detail.png
Bar = 10 µm. Window x 26 to 56, y 64 to 94 µm. Cells in grey, sequential cells in the stronger grey; small squares are vias.
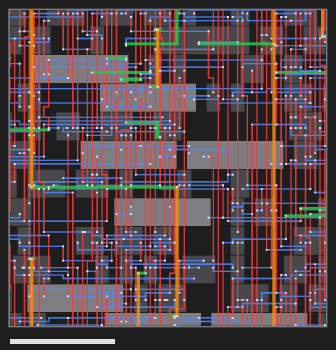
wires.png
Only two layers are drawn.
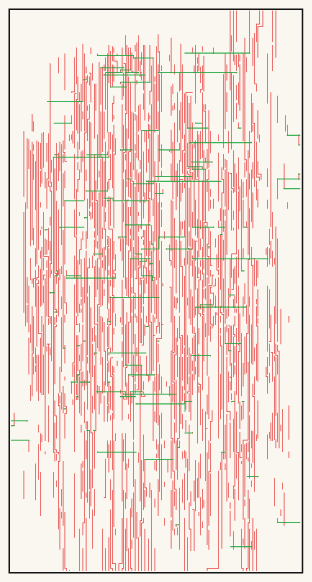
### config.mk
export PLATFORM = sky130hd
export DESIGN_NAME = rsa_modexp_engine
export DESIGN_NICKNAME = d
export VERILOG_FILES = /design/src/rtl/rsa_modexp_engine.sv
export SDC_FILE = /design/constraint.sdc
export NUM_CORES = 1
export LEC_CHECK = 0
export CAP_MARGIN = 20
export CELL_PAD_IN_SITES_DETAIL_PLACEMENT = 1
export CELL_PAD_IN_SITES_GLOBAL_PLACEMENT = 1
export CORE_ASPECT_RATIO = 2
export CORE_MARGIN = 3
export CORE_UTILIZATION = 44
export CTS_CLUSTER_SIZE = 12
export DETAILED_ROUTE_END_ITERATION = 8
export PLACE_DENSITY = 0.84
export RECOVER_POWER = 50
export SLEW_MARGIN = 15
export SYNTH_ARGS = -nofsm -noshare
export SYNTH_HDL_FRONTEND = slang
export SYNTH_SLANG_ARGS = --single-unit
### constraint.sdc
create_clock -name clock -period 7.69 [get_ports clock]
set_input_delay 1.538 -clock clock [delete_from_list [all_inputs] [get_ports clock]]
set_output_delay 1.538 -clock clock [all_outputs]
set_load 0.02 [all_outputs]
### src/rtl/rsa_modexp_engine.sv
// Modular exponentiation engine: result = y^k mod n, k = mode ? d : e.
// Left-to-right square-and-multiply driven by a bit-serial interleaved shift-add multiplier.
module rsa_modexp_engine #(
    parameter int DATA_WIDTH = 8,
    parameter int CNT_WIDTH  = 5
) (
    input  logic                  clock,
    input  logic                  reset,
    input  logic                  start,
    input  logic                  mode,
    input  logic [DATA_WIDTH-1:0] e,
    input  logic [DATA_WIDTH-1:0] d,
    input  logic [DATA_WIDTH-1:0] y,
    input  logic [DATA_WIDTH-1:0] n,
    output logic [DATA_WIDTH-1:0] result,
    output logic                  ready,
    output logic                  done,
    output logic                  err
);
    localparam int W  = DATA_WIDTH;
    localparam int AW = DATA_WIDTH + 2;
    localparam logic [CNT_WIDTH-1:0] TOP   = CNT_WIDTH'(DATA_WIDTH - 1);
    localparam logic [W-1:0]         ONE_W = {{(W-1){1'b0}}, 1'b1};

    typedef enum logic [2:0] {
        S_IDLE, S_LOAD, S_REDUCE, S_SQR, S_MUL, S_DONE
    } state_t;

    state_t r_state;
    state_t w_next;

    logic [W-1:0]         r_y, r_n, r_k, r_ybar, r_r, r_result;
    logic [AW-1:0]        r_acc;
    logic [CNT_WIDTH-1:0] r_cnt, r_idx;
    logic                 r_bad, r_done, r_err;

    logic                 w_ready, w_mm_active, w_mm_last;
    logic                 w_b_bit, w_k_bit, w_idx_zero, w_n_small;
    logic [W-1:0]         w_a, w_b;
    logic [AW-1:0]        w_n_ext, w_dbl, w_dbl_red, w_add, w_mm;

    // State register
    always_ff @(posedge clock or negedge reset) begin
        if (!reset) r_state <= S_IDLE;
        else        r_state <= w_next;
    end

    // Next-state logic
    always_comb begin
        w_next = r_state;
        case (r_state)
            S_IDLE:   if (start) w_next = S_LOAD;
            S_LOAD:   w_next = w_n_small ? S_DONE : S_REDUCE;
            S_REDUCE: if (w_mm_last) w_next = S_SQR;
            S_SQR: begin
                if (w_mm_last) begin
                    if (w_k_bit)         w_next = S_MUL;
                    else if (w_idx_zero) w_next = S_DONE;
                    else                 w_next = S_SQR;
                end
            end
            S_MUL:    if (w_mm_last) w_next = w_idx_zero ? S_DONE : S_SQR;
            S_DONE:   w_next = S_IDLE;
            default:  w_next = S_IDLE;
        endcase
    end

    // Output / control decode, including multiplier operand selection
    always_comb begin
        w_ready     = (r_state == S_IDLE);
        w_mm_active = (r_state == S_REDUCE) || (r_state == S_SQR) || (r_state == S_MUL);
        w_mm_last   = w_mm_active && (r_cnt == '0);
        w_idx_zero  = (r_idx == '0);
        w_n_small   = (r_n[W-1:1] == '0);
        w_a         = r_r;
        w_b         = r_r;
        case (r_state)
            S_REDUCE: begin
                w_a = ONE_W;
                w_b = r_y;
            end
            S_MUL:    w_b = r_ybar;
            default: begin
                w_a = r_r;
                w_b = r_r;
            end
        endcase
        w_b_bit = |(w_b & (ONE_W << r_cnt));
        w_k_bit = |(r_k & (ONE_W << r_idx));
    end

    // One interleaved shift-add step; acc stays < n so W+2 bits never overflow
    always_comb begin
        w_n_ext   = {2'b00, r_n};
        w_dbl     = r_acc << 1;
        w_dbl_red = (w_dbl >= w_n_ext) ? (w_dbl - w_n_ext) : w_dbl;
        w_add     = w_dbl_red + (w_b_bit ? {2'b00, w_a} : '0);
        w_mm      = (w_add >= w_n_ext) ? (w_add - w_n_ext) : w_add;
    end

    always_ff @(posedge clock or negedge reset) begin
        if (!reset) begin
            r_y      <= '0;
            r_n      <= '0;
            r_k      <= '0;
            r_ybar   <= '0;
            r_r      <= '0;
            r_result <= '0;
            r_acc    <= '0;
            r_cnt    <= '0;
            r_idx    <= '0;
            r_bad    <= 1'b0;
            r_done   <= 1'b0;
            r_err    <= 1'b0;
        end else begin
            r_done <= 1'b0;
            if (r_state == S_IDLE) begin
                if (start) begin
                    r_y      <= y;
                    r_n      <= n;
                    r_k      <= mode ? d : e;
                    r_err    <= 1'b0;
                    r_result <= '0;
                    r_bad    <= 1'b0;
                end
            end else if (r_state == S_LOAD) begin
                r_bad <= w_n_small;
                r_r   <= w_n_small ? '0 : ONE_W;
                r_idx <= TOP;
                r_cnt <= TOP;
                r_acc <= '0;
            end else if (w_mm_active) begin
                if (w_mm_last) begin
                    r_acc <= '0;
                    r_cnt <= TOP;
                    if (r_state == S_REDUCE) begin
                        r_ybar <= w_mm[W-1:0];
                    end else begin
                        r_r <= w_mm[W-1:0];
                        // idx moves on after SQR only when no MUL follows for this bit
                        if (!w_idx_zero && ((r_state == S_MUL) || !w_k_bit))
                            r_idx <= r_idx - CNT_WIDTH'(1);
                    end
                end else begin
                    r_acc <= w_mm;
                    r_cnt <= r_cnt - CNT_WIDTH'(1);
                end
            end else if (r_state == S_DONE) begin
                r_result <= r_r;
                r_done   <= 1'b1;
                r_err    <= r_bad;
            end
        end
    end

    assign result = r_result;
    assign ready  = w_ready;
    assign done   = r_done;
    assign err    = r_err;

endmodule

==> out/qor.yml <==
setup_path:
  crit_required_ns: 7.90
  cp-endpoint: "r_r[5]$_DFFE_PN0P_"
  crit_path_buffers_inverters: 2
  regToRegStartpoint: "r_state[2]$_DFFE_PN0P_"
  startpoint: "r_state[2]$_DFFE_PN0P_"
  worst_ep_arrival_time_ns: 6.90
placed_design:
  numPortBuffers: 46
  dpl_worst_slack_ns: 1.051
  finalWeightedCongestion: 0.9298
  hpwl_mm: 13.63
clock_tree:
  root_buffer_cell: "sky130_fd_sc_hd__clkbuf_16"
  post_cts_hold_buffer_count: 0
floorplan:
  die_width_um: 82.00
  floorplan.die.height_um: 158.0
power:
  power_per_cell_area_nw_per_um2: 140.6
  pwr-share-comb_pct: 3.5
  clock_power_share_pct: 50.6
  switchingPower_mw: 0.2066
  totalPowerFinal_mw: 0.8365
final_timing:
  max_clock_freq_ghz: 0.1496
  timing.final.setup_violations: 0
  hold_viol: 0
  final.setup.worst_slack_ns: 1.005
  timing.final.max_slew_violations: 74
final_layout:
  largest-register: "r_acc"
  logic_area_um2: 3023
  fin_cells: 781
  nNetsFinal: 701
  sequential_cell_area_um2: 1827
  ff_count: 73
  signal_buffers: 55
  max_reg_flops: 9
  final_layout_top_logic_cell: "sky130_fd_sc_hd__nand2_1"
  antenna-diode-count: 0
logic_synthesis:
  yosys.cell_types.count: 58
  count_leader_synth: "sky130_fd_sc_hd__nand2_1"
  postSynthAreaPerCell_um2: 8.442
  ys_warn_count: 0
run_status:
  outcome: "complete, but fails checks"
  failed_checks: "capacitance limit, slew limit"
job:
  drv.max_cap_violation_count: 1
route:
  finalWirelength_mm: 17.73
## Picture notes: detail.png
layer	colour
metal 4	orange
metal 3	green
metal 2	red
metal 1	blue
most frequent	nor2_1 (9), nand2_1 (8), dfrtp_1 (6)
netlist names of flops here include	`r_ybar` (3), `r_acc` (2)
cells with their middle in the window	58
sequential cells in the window	6

## Picture notes: wires.png
layer	colour	wire length
metal 2	red	9990 µm
metal 3	green	549 µm

==> worst min path at each step <==
stage	cells after the start	to
2_1_floorplan	1	r_cnt[4]$_DFFE_PN0P_
3_3_place_gp	2	result[0]$_DFFE_PN0P_
3_5_place_dp	2	result[7]$_DFFE_PN0P_
4_1_cts	2	result[7]$_DFFE_PN0P_
5_1_grt	2	result[4]$_DFFE_PN0P_
6_report	2	result[7]$_DFFE_PN0P_
==> layer usage <==
metal	GRT usage [%]	vias to the layer above	routed length (µm)
met2	54.34	153	9987
li1	-	2260	-
met4	18.15	0	1124
met3	3.531	73	549
met1	30.44	2417	6069
met5	0	-	0
Power is estimated from default activity; no workload was simulated.
